run_1/util_map.png
The die is cut into 10 by 17 equal tiles; white is low, dark blue is high, 0 to 100% covered.
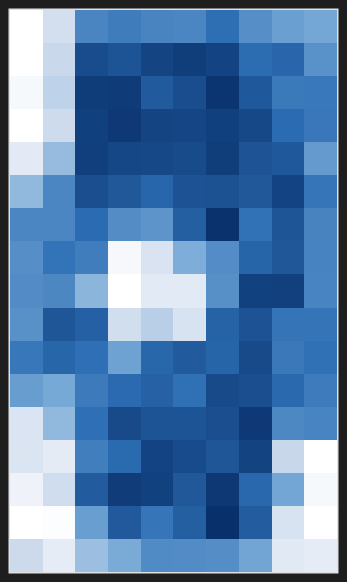
run_1/m1.png
Supply wires on this layer in gray.
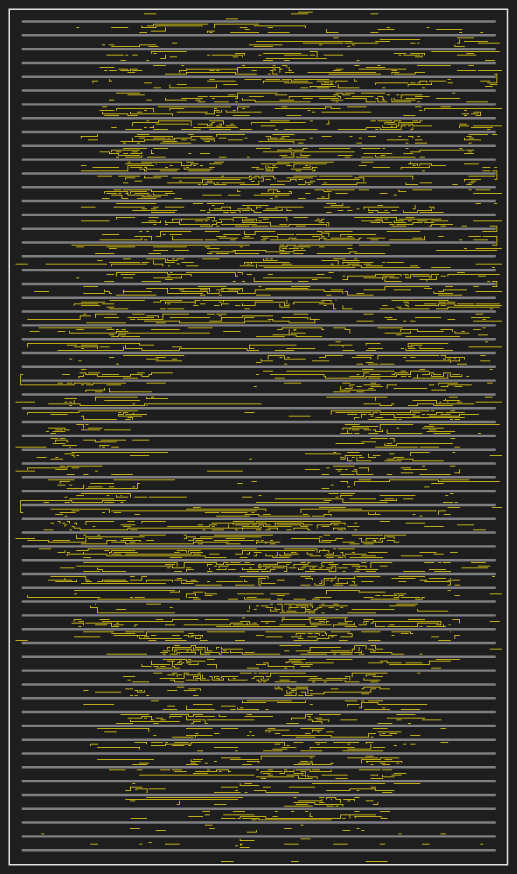
run_1/congestion_map.png
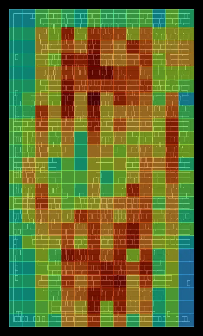
**config.mk**
```make
export PLATFORM = sky130hd
export DESIGN_NAME = syscall_gate
export DESIGN_NICKNAME = d
export VERILOG_FILES = /design/src/rtl/syscall_gate_pkg.sv /design/src/rtl/syscall_gate_ret_reg.sv /design/src/rtl/syscall_gate.sv
export SDC_FILE = /design/constraint.sdc
export NUM_CORES = 1
export LEC_CHECK = 0
export ABC_AREA = 0
export CAP_MARGIN = 20
export CORE_ASPECT_RATIO = 1.75
export CORE_MARGIN = 2
export CORE_UTILIZATION = 49
export DETAILED_ROUTE_END_ITERATION = 8
export PLACE_DENSITY = 0.89
export SLEW_MARGIN = 20
export SYNTH_ARGS = -nofsm -noshare
export SYNTH_HDL_FRONTEND = slang
export SYNTH_SLANG_ARGS = --single-unit
```
**constraint.sdc**
```tcl
create_clock -name clk -period 3.9 [get_ports clk]
set_input_delay 0.78 -clock clk [delete_from_list [all_inputs] [get_ports clk]]
set_output_delay 0.78 -clock clk [all_outputs]
set_load 0.1 [all_outputs]
```
**src/rtl/syscall_gate_pkg.sv**
```systemverilog
// syscall_gate_pkg: shared types and vector-table constants for the
// SYSCALL/SYSRET gate.
//   gate_op_t    : request opcode from decode
//   gate_fault_t : illegal-request cause reported with fault_o
//   gate_state_t : sequencer states
// Optional feature macro: SYSCALL_GATE_VECTOR_EN (vectored entry points).
// PRIV_ROUTINE_START normally comes from the shared definitions; a fallback
// is provided so this slice builds stand-alone.
`ifndef PRIV_ROUTINE_START
`define PRIV_ROUTINE_START 64'h0000_0000_0000_8000
`endif
`ifndef GATE_VEC_SHIFT
`define GATE_VEC_SHIFT 6
`endif
`ifndef GATE_VEC_COUNT
`define GATE_VEC_COUNT 16
`endif

package syscall_gate_pkg;

  typedef enum logic {
    SYSCALL = 1'b0,
    SYSRET  = 1'b1
  } gate_op_t;

  typedef enum logic [1:0] {
    NESTED   = 2'd0,
    NOT_PRIV = 2'd1,
    NO_RET   = 2'd2,
    BAD_VEC  = 2'd3
  } gate_fault_t;

  typedef enum logic [2:0] {
    IDLE,
    FLUSH,
    REDIR,
    WAIT_FETCH,
    SET,
    RETIRE,
    RET_REDIR
  } gate_state_t;

  localparam int unsigned GATE_VEC_SHIFT = `GATE_VEC_SHIFT;
  localparam int unsigned GATE_VEC_COUNT = `GATE_VEC_COUNT;

endpackage

```
**src/rtl/syscall_gate_ret_reg.sv**
```systemverilog
// gate_ret_reg: saved return PC plus valid bit.
//   i_set : load i_pc and set the valid bit
//   i_clr : clear the valid bit (set wins if both asserted)
//   o_pc  : saved return PC
//   o_valid : a return PC is held
module gate_ret_reg #(
  parameter int unsigned DATA_WIDTH = 64
) (
  input  logic                  clk,
  input  logic                  rst_n,
  input  logic                  i_set,
  input  logic                  i_clr,
  input  logic [DATA_WIDTH-1:0] i_pc,
  output logic [DATA_WIDTH-1:0] o_pc,
  output logic                  o_valid
);

  logic [DATA_WIDTH-1:0] r_pc;
  logic                  r_valid;

  always_ff @(posedge clk or negedge rst_n) begin
    if (!rst_n) begin
      r_pc    <= '0;
      r_valid <= 1'b0;
    end else if (i_set) begin
      r_pc    <= i_pc;
      r_valid <= 1'b1;
    end else if (i_clr) begin
      r_valid <= 1'b0;
    end
  end

  assign o_pc    = r_pc;
  assign o_valid = r_valid;

endmodule

```
**src/rtl/syscall_gate.sv**
```systemverilog
// syscall_gate: privilege-transition sequencer. Accepts SYSCALL/SYSRET from
// decode and orders flush, fetch redirect, CPL-set operand and retire pulse
// toward the privilege unit. Owns the saved return PC (gate_ret_reg).
// Ports:
//   req_valid_i/req_ready_o, req_op_i, req_pc_i, req_num_i : decode request
//   cpl_i, fetch_pc_i       : current CPL and fetch PC
//   flush_o, redirect_valid_o, redirect_pc_o : pipeline control
//   priv_lhs_valid_o, priv_lhs_o, priv_retire_o : privilege-unit operand/retire
//   fault_o, fault_code_o   : illegal-request pulse (one cycle after accept)
//   busy_o                  : not IDLE
// Build option: SYSCALL_GATE_VECTOR_EN enables vectored entry + BAD_VEC.
module syscall_gate
  import syscall_gate_pkg::*;
#(
  parameter int unsigned DATA_WIDTH = 64,
  parameter int unsigned SET_CYCLES = 4,
  parameter int unsigned INSN_BYTES = 4
) (
  input  logic                  clk,
  input  logic                  rst_n,
  input  logic                  req_valid_i,
  input  gate_op_t              req_op_i,
  input  logic [DATA_WIDTH-1:0] req_pc_i,
  input  logic [7:0]            req_num_i,
  output logic                  req_ready_o,
  input  logic                  cpl_i,
  input  logic [DATA_WIDTH-1:0] fetch_pc_i,
  output logic                  flush_o,
  output logic                  redirect_valid_o,
  output logic [DATA_WIDTH-1:0] redirect_pc_o,
  output logic                  priv_lhs_valid_o,
  output logic [DATA_WIDTH-1:0] priv_lhs_o,
  output logic                  priv_retire_o,
  output logic                  fault_o,
  output gate_fault_t           fault_code_o,
  output logic                  busy_o
);

  localparam int unsigned CW = (SET_CYCLES > 1) ? $clog2(SET_CYCLES) : 1;
  localparam logic [DATA_WIDTH-1:0] START = DATA_WIDTH'(`PRIV_ROUTINE_START);

  gate_state_t           r_state, w_next_state;
  logic [CW-1:0]         r_cnt;
  logic                  r_lhs;      // 1: SYSCALL (elevate), 0: SYSRET
  logic [DATA_WIDTH-1:0] r_tgt;
  logic [DATA_WIDTH-1:0] r_ret_pc;
  logic                  r_fault;
  gate_fault_t           r_fault_code;

  logic                  w_accept;
  logic                  w_fault;
  gate_fault_t           w_fault_code;
  logic [DATA_WIDTH-1:0] w_entry;
  logic [DATA_WIDTH-1:0] w_saved_pc;
  logic                  w_saved_valid;

  assign w_accept = req_valid_i && (r_state == IDLE);

`ifdef SYSCALL_GATE_VECTOR_EN
  assign w_entry = START + (DATA_WIDTH'(req_num_i) << GATE_VEC_SHIFT);
`else
  assign w_entry = START;
  logic w_unused_num;
  assign w_unused_num = ^req_num_i;
`endif

  always_comb begin
    w_fault      = 1'b0;
    w_fault_code = NESTED;
    if (req_op_i == SYSCALL) begin
      if (cpl_i) begin
        w_fault      = 1'b1;
        w_fault_code = NESTED;
      end
`ifdef SYSCALL_GATE_VECTOR_EN
      else if (32'(req_num_i) >= 32'(GATE_VEC_COUNT)) begin
        w_fault      = 1'b1;
        w_fault_code = BAD_VEC;
      end
`endif
    end else begin
      if (!cpl_i) begin
        w_fault      = 1'b1;
        w_fault_code = NOT_PRIV;
      end else if (!w_saved_valid) begin
        w_fault      = 1'b1;
        w_fault_code = NO_RET;
      end
    end
  end

  always_comb begin
    w_next_state = r_state;
    case (r_state)
      IDLE:       if (w_accept && !w_fault) w_next_state = FLUSH;
      FLUSH:      w_next_state = r_lhs ? REDIR : SET;
      REDIR:      w_next_state = WAIT_FETCH;
      WAIT_FETCH: if (fetch_pc_i >= START) w_next_state = SET;
      SET:        if (r_cnt == CW'(SET_CYCLES - 1)) w_next_state = RETIRE;
      // SYSRET lowers CPL (retire) before fetch is sent back to user code.
      RETIRE:     w_next_state = r_lhs ? IDLE : RET_REDIR;
      RET_REDIR:  w_next_state = IDLE;
      default:    w_next_state = IDLE;
    endcase
  end

  always_ff @(posedge clk or negedge rst_n) begin
    if (!rst_n) begin
      r_state      <= IDLE;
      r_cnt        <= '0;
      r_lhs        <= 1'b0;
      r_tgt        <= '0;
      r_ret_pc     <= '0;
      r_fault      <= 1'b0;
      r_fault_code <= NESTED;
    end else begin
      r_state <= w_next_state;
      r_cnt   <= (r_state == SET) ? r_cnt + 1'b1 : '0;
      r_fault <= w_accept && w_fault;
      if (w_accept && w_fault) begin
        r_fault_code <= w_fault_code;
      end
      if (w_accept && !w_fault) begin
        r_lhs    <= (req_op_i == SYSCALL);
        r_tgt    <= w_entry;
        r_ret_pc <= req_pc_i + DATA_WIDTH'(INSN_BYTES);
      end
    end
  end

  gate_ret_reg #(
    .DATA_WIDTH(DATA_WIDTH)
  ) u_ret (
    .clk    (clk),
    .rst_n  (rst_n),
    .i_set  (r_state == REDIR),
    .i_clr  (r_state == RET_REDIR),
    .i_pc   (r_ret_pc),
    .o_pc   (w_saved_pc),
    .o_valid(w_saved_valid)
  );

  always_comb begin
    req_ready_o      = (r_state == IDLE);
    busy_o           = (r_state != IDLE);
    flush_o          = (r_state == FLUSH);
    redirect_valid_o = (r_state == REDIR) || (r_state == RET_REDIR);
    redirect_pc_o    = '0;
    if (r_state == REDIR)     redirect_pc_o = r_tgt;
    if (r_state == RET_REDIR) redirect_pc_o = w_saved_pc;
    priv_lhs_valid_o = (r_state == SET) || (r_state == RETIRE);
    priv_lhs_o       = priv_lhs_valid_o ? DATA_WIDTH'(r_lhs) : '0;
    priv_retire_o    = (r_state == RETIRE);
    fault_o          = r_fault;
    fault_code_o     = r_fault_code;
  end

endmodule

```
==> flow_metrics.rpt, run 1 <==
IMPLEMENTATION SUMMARY REPORT
----------------------------------------------------
[Run status]
  Outcome ........................ finished clean

[Place]
  Tally of buffers added on design ports ........................ 191

[Synthesis]
  Seq share, synth ........................ 46.1%
  Number of warnings reported in the yosys synthesis log ........................ 0
  Cell types occupying the most area after synthesis ........................ dfrtp_1 (46%), mux2_2 (9.5%), and3_1 (6.5%)
  Count of distinct cell types in the synthesized netlist ........................ 44

[Clock network]
  Number of clock buffers inserted by TritonCTS ........................ 17
  Clock-pin transition on the worst setup and hold timing paths ........................ 0.06 ns
  Later-pin clock latency in the skew report ........................ 0.42 ns
  Clock tree root driver cell ........................ clkbuf_16

[Flow run]
  Tool warnings ........................ 49

[Timing]
  Setup Total Neg Slack ........................ 0 ns
  Maximum clock frequency ........................ 294 MHz

[Power and ir drop]
  Logic pwr share ........................ 32.9%
  Switching portion of total power ........................ 37.4%
  Sequential cell power ........................ 2.40 mW

[Die]
  Site Rows ........................ 60

[Worst setup path]
  Path length in cells of the critical path ........................ 7
  Category of the worst setup path capture point ........................ flop
  Worst Reg-to-Reg Cells ........................ 6
  Delay-heaviest family, CP ........................ simple AND/OR/NAND/NOR gates

[Cells and area]
  Clock network area share ........................ 6.05%
  Number of filler cells placed in the layout ........................ 1029

[Drt]
  Routed vias/inst ........................ 5.82

----------------------------------------------------
-- util_map.png (at the start) --
nearly empty tiles	4.7%
tiles over 75% full	45%
mean over tiles	64%
emptiest ninth of the die	lower left
fullest tile	100%
core outline area: 0.0152 sq mm
core occupancy in the finished layout: 70.3%
Init Core Util: 49.5%

-- m1.png (at the start) --
nets with wire on the layer	895
longest straight run	35.0 microns
main direction	horizontal
share of all routed wire	34%
wire length on this layer	7310 microns
met1 track demand over resource: 26.9%
vias: 6727
wire length reported by the detailed router: 21800 microns

-- congestion_map.png (at the start) --
DR WL/cell: 18.8 microns
overall track demand over capacity in global routing: 26.0%
met2 usage in global routing: 47.3%
GRT busiest layer: met2

-- run 1: synth_stat cells, types with 3 or more instances --
cell type  instances
buf_4             63
nand2b_1           3
nor4_1            26
and4_1             5
o21ai_0           49
buf_2              4
xor2_1            16
buf_1              5
nor2_1            40
or4_1             10
or2_2              4
dfrtp_1          139
nand3_1           30
nand2_1           61
a21oi_1           11
mux2_2            64
nand4b_1           3
clkbuf_1          37
o31ai_1            4
a31oi_1           21
inv_1             11
xnor2_1           23
nand4_1           18
and3_1            79
or3_1             18
nor3_1             9
or4b_1             3
run_1/class_map.png
The bar under the picture is 20 microns long. Fill, decap, tap and diode cells in gray.
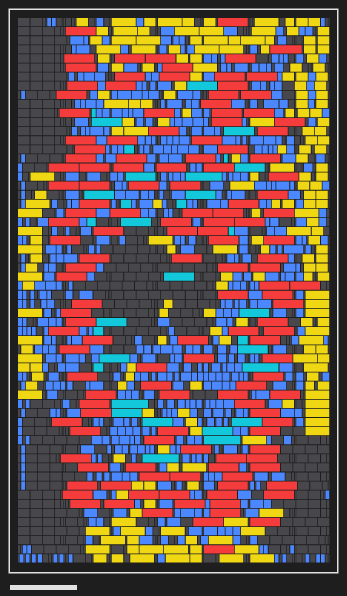

==> run 1 -> run 2 <==
--- a/config.mk
+++ b/config.mk
@@ -7,11 +7,13 @@
 export LEC_CHECK = 0
 export ABC_AREA = 0
 export CAP_MARGIN = 20
+export CELL_PAD_IN_SITES_DETAIL_PLACEMENT = 1
+export CELL_PAD_IN_SITES_GLOBAL_PLACEMENT = 2
 export CORE_ASPECT_RATIO = 1.75
 export CORE_MARGIN = 2
-export CORE_UTILIZATION = 49
+export CORE_UTILIZATION = 29
 export DETAILED_ROUTE_END_ITERATION = 8
-export PLACE_DENSITY = 0.89
+export PLACE_DENSITY = 0.9
 export SLEW_MARGIN = 20
 export SYNTH_ARGS = -nofsm -noshare
 export SYNTH_HDL_FRONTEND = slang
==> constraint.sdc (replaced) <==
create_clock -name clk -period 3.9 [get_ports clk]
set_input_delay 1.17 -clock clk [delete_from_list [all_inputs] [get_ports clk]]
set_output_delay 1.17 -clock clk [all_outputs]
set_load 0.1 [all_outputs]
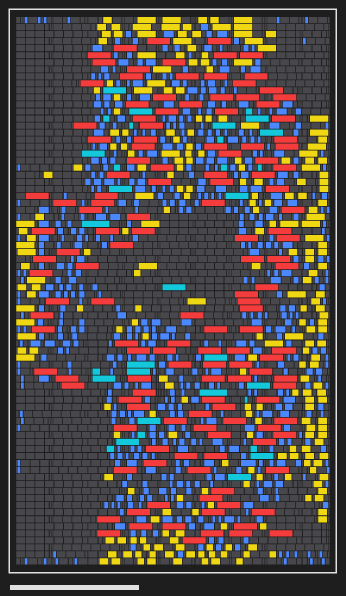
run_2/class_map.png
The bar under the picture is 50 microns long. Fill, decap, tap and diode cells in gray.
class	color	cells
clock drivers and dummy loads	cyan	32
remaining logic cells	blue	591
registers	red	139
remaining buffers and delay cells	yellow	248
sequential cell area share: 32.1%
core outline area: 0.0258 sq mm
final design instance area without fill: 0.0109 sq mm
Site Rows: 78

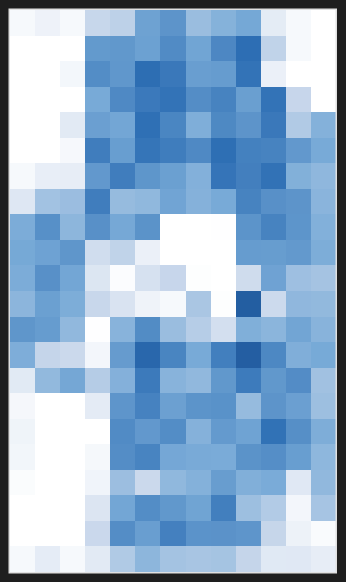
run_2/util_map.png
The die is cut into 13 by 22 equal tiles; white is low, dark blue is high, 0 to 100% covered.
emptiest ninth of the die	lower left
fullest tile	82%
densest ninth of the die	top center
mean over tiles	38%
nearly empty tiles	15%
tiles over 75% full	1.7%
core occupancy in the finished layout: 42.1%
Init Core Util: 29.3%

==> flow_metrics.rpt, run 2 <==
IMPLEMENTATION SUMMARY REPORT
----------------------------------------------------
[Synthesis]
  Number of flops mapped to enable cells by yosys ........................ 0 (unchanged)
  Seq share, synth ........................ 46.1% (unchanged)
  Leading cell type by number of instances after synthesis ........................ dfrtp_1 (unchanged)
  List of most frequent post-synthesis cells ........................ dfrtp_1 (139), and3_1 (79), mux2_2 (64), buf_4 (63), nand2_1 (61) (unchanged)
  Count of distinct cell types in the synthesized netlist ........................ 44 (unchanged)
  Cell types occupying the most area after synthesis ........................ dfrtp_1 (46%), mux2_2 (9.5%), and3_1 (6.5%) (unchanged)
  Number of warnings reported in the yosys synthesis log ........................ 0 (unchanged)

[Cells and area]
  Number of filler cells placed in the layout ........................ 2933 (was 1029)

[Timing]
  Worst setup slack after layout ........................ 0.341 ns (was 0.498 ns)
  Maximum clock frequency ........................ 281 MHz (was 294 MHz)

[Power and ir drop]
  P_sw ........................ 2.36 mW (was 2.34 mW)
  Logic pwr share ........................ 34.1% (was 32.9%)
  Switching portion of total power ........................ 38.6% (was 37.4%)

[Global routing]
  Overall track demand over capacity in global routing ........................ 18.1% (was 26.0%)
  Met1 track demand over resource ........................ 17.2% (was 26.9%)
  GRT busiest layer ........................ met2 (unchanged)
  Met2 usage in global routing ........................ 37.0% (was 47.3%)

[Min path]
  Hold-critical path endpoint ........................ r_cnt[0]

[Clock network]
  Later-pin clock latency in the skew report ........................ 0.43 ns (was 0.42 ns)
  Clock-pin transition on the worst setup and hold timing paths ........................ 0.06 ns (about the same)
  Number of clock buffers inserted by TritonCTS ........................ 17 (unchanged)
  Post-cts gate resize count ........................ 0 (unchanged)

[Flow run]
  Tool warnings ........................ 49 (unchanged)

[Place]
  Tally of buffers added on design ports ........................ 191 (unchanged)

[Drt]
  Wire length reported by the detailed router ........................ 25200 microns (was 21800 microns)
  Vias ........................ 6671 (was 6727)
  DR WL/cell ........................ 18.9 microns (was 18.8 microns)
  DRC violations left ........................ 0 (unchanged)

[Worst setup path]
  Delay-heaviest family, CP ........................ buffers and inverters (was simple AND/OR/NAND/NOR gates)
  Path length in cells of the critical path ........................ 5 (was 7)
  Worst Reg-to-Reg Cells ........................ 6 (unchanged)
  Category of the worst setup path capture point ........................ primary output (was flop)

[Die]
  Die Outline Area ........................ 0.0274 sq mm (was 0.0165 sq mm)

[Run status]
  Outcome ........................ finished clean (unchanged)

----------------------------------------------------
run 2: logic make-up after synthesis:
group | Yosys count | share of synthesized area, %
buf+inv | 120 | 9.17
mux | 65 | 9.68
fa+ha+maj | 2 | 0.331
xor+xnor | 39 | 4.53
compound gates | 95 | 7.21
flops | 139 | 46.1
other cells | 1 | 0.0497
simple gates | 316 | 23.0
run 2: final cells by class:
| cell class | instances | area (sq um) | share of cell area (%) |
|---|---|---|---|
| Multi-Input combinational cell | 580 | 3630 | 33.5 |
| Sequential cell | 139 | 3480 | 32.1 |
| Timing Repair Buffer | 248 | 2690 | 24.8 |
| Clock buffer | 18 | 429 | 3.95 |
| Tap cell | 320 | 400 | 3.69 |
| Clock inverter | 14 | 171 | 1.58 |
| Inverter | 11 | 41.3 | 0.380 |
| Antenna cell | 2 | 5.00 | 0.0461 |
==> run 2 -> run 3 <==
--- a/config.mk
+++ b/config.mk
@@ -13,6 +13,7 @@
 export CORE_MARGIN = 2
 export CORE_UTILIZATION = 29
 export DETAILED_ROUTE_END_ITERATION = 8
+export MAX_ROUTING_LAYER = met4
 export PLACE_DENSITY = 0.9
 export SLEW_MARGIN = 20
 export SYNTH_ARGS = -nofsm -noshare
==> flow_metrics.rpt, run 3 <==
IMPLEMENTATION SUMMARY REPORT
----------------------------------------------------
[Die]
  Die Outline Area ........................ 0.0274 sq mm (unchanged)
  Init Core Util ........................ 29.3% (unchanged)
  Core outline area ........................ 0.0258 sq mm (unchanged)
  Site Rows ........................ 78 (unchanged)

[Worst setup path]
  Critical Path Fanout Max ........................ 48 (unchanged)
  Path length in cells of the critical path ........................ 5 (unchanged)
  Worst Reg-to-Reg Cells ........................ 6 (unchanged)
  Delay-heaviest family, CP ........................ buffers and inverters (unchanged)
  Required time reported for the critical path endpoint ........................ 2.73 ns (about the same)

[Synthesis]
  Count of distinct cell types in the synthesized netlist ........................ 44 (unchanged)
  Synth Area in XOR/XNOR ........................ 4.53% (unchanged)
  Cell types occupying the most area after synthesis ........................ dfrtp_1 (46%), mux2_2 (9.5%), and3_1 (6.5%) (unchanged)
  Combinational family with the most area after synthesis ........................ simple AND/OR/NAND/NOR gates (unchanged)
  Mux share of post-synthesis cell area ........................ 9.68% (unchanged)
  Number of warnings reported in the yosys synthesis log ........................ 0 (unchanged)
  Number of flops mapped to enable cells by yosys ........................ 0 (unchanged)
  Post-synthesis simple-gate area fraction ........................ 23.0% (unchanged)
  Area fraction in compound gates after synthesis ........................ 7.21% (unchanged)
  Adder-cell share of the synthesized area ........................ 0.332% (unchanged)
  Leading cell type by number of instances after synthesis ........................ dfrtp_1 (unchanged)

[Flow run]
  Tool warnings ........................ 49 (unchanged)

[Run status]
  Outcome ........................ finished clean (unchanged)

[Power and ir drop]
  Switching portion of total power ........................ 38.6% (about the same)
  Logic pwr share ........................ 34.1% (about the same)
  P_sw ........................ 2.36 mW (about the same)
  Sequential cell power ........................ 2.38 mW (was 2.37 mW)

[Global routing]
  Met1 track demand over resource ........................ 17.2% (about the same)
  GRT busiest layer ........................ met2 (unchanged)
  Met2 usage in global routing ........................ 37.0% (about the same)
  Overall track demand over capacity in global routing ........................ 18.6% (was 18.1%)

[Place]
  Final weighted congestion in routability-driven placement ........................ 0.814 (was 0.802)
  Tally of buffers added on design ports ........................ 191 (unchanged)

[Drt]
  Routed vias/inst ........................ 5.02 (was 5.01)
  DR WL met2 ........................ 14900 microns (about the same)
  DR WL/cell ........................ 18.9 microns (about the same)
  DRC violations left ........................ 0 (unchanged)

[Cells and area]
  Core occupancy in the finished layout ........................ 42.1% (unchanged)
  Number of nets at the end of the flow ........................ 1140 (unchanged)

[Timing]
  Number of setup violations in the final report ........................ 0 (unchanged)
  Setup Total Neg Slack ........................ 0 ns (unchanged)
  Maximum clock frequency ........................ 281 MHz (about the same)
  Worst setup slack after layout ........................ 0.343 ns (was 0.341 ns)

[Clock network]
  Clock-pin transition on the worst setup and hold timing paths ........................ 0.06 ns (about the same)
  Clock tree root driver cell ........................ clkbuf_16 (unchanged)
  Post-cts gate resize count ........................ 0 (unchanged)
  Later-pin clock latency in the skew report ........................ 0.43 ns (about the same)

[Min path]
  Hold-critical path endpoint ........................ r_cnt[0] (unchanged)

----------------------------------------------------
==> run 3: cell counts after synthesis <==
Identical to the previous run, type by type.
==> run 3: worst max-delay path by stage <==
stage | from | endpoint | slack (ns)
2_1_floorplan | r_state[0] | redirect_pc_o[54] | 0.40
3_3_place_gp | req_pc_i[9] | r_ret_pc[63] | -0.03
3_5_place_dp | req_pc_i[3] | r_ret_pc[48] | -0.06
4_1_cts | r_state[1] | redirect_pc_o[45] | 0.29
5_1_grt | r_state[1] | redirect_pc_o[45] | 0.24
6_report | r_state[1] | redirect_pc_o[45] | 0.34
==> run 3: final cells by class <==
type                       instances  area (sq um)
antenna                            2          5.00
clock buffer                      18           429
clock inverter                    14           171
fill                            2933         14900
inverter                          11          41.3
multi-input combinational        580          3630
sequential                       139          3480
tap                              320           400
timing repair buffer             248          2690
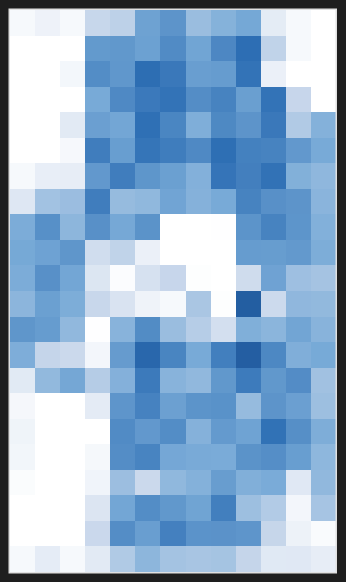
run_3/util_map.png
The die is cut into 13 by 22 equal tiles; white is low, dark blue is high, 0 to 100% covered.
fullest tile	82%
densest ninth of the die	top center
tiles over 75% full	1.7%
emptiest ninth of the die	lower left
mean over tiles	38%
nearly empty tiles	15%

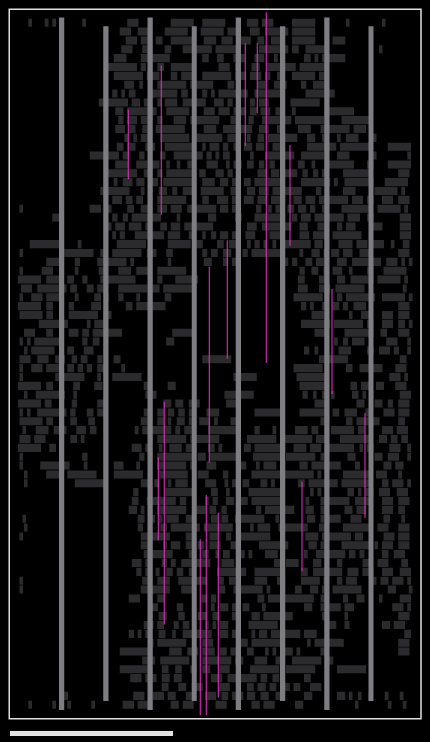
run_3/m4.png
The bar under the picture is 50 microns long. Supply wires on this layer in gray. Cells faint in the background.
wire length on this layer	715 microns
nets with wire on the layer	12
vias: 6685
wire length reported by the detailed router: 25200 microns

Power figures rest on the tool's default switching activity, not on a simulated workload.
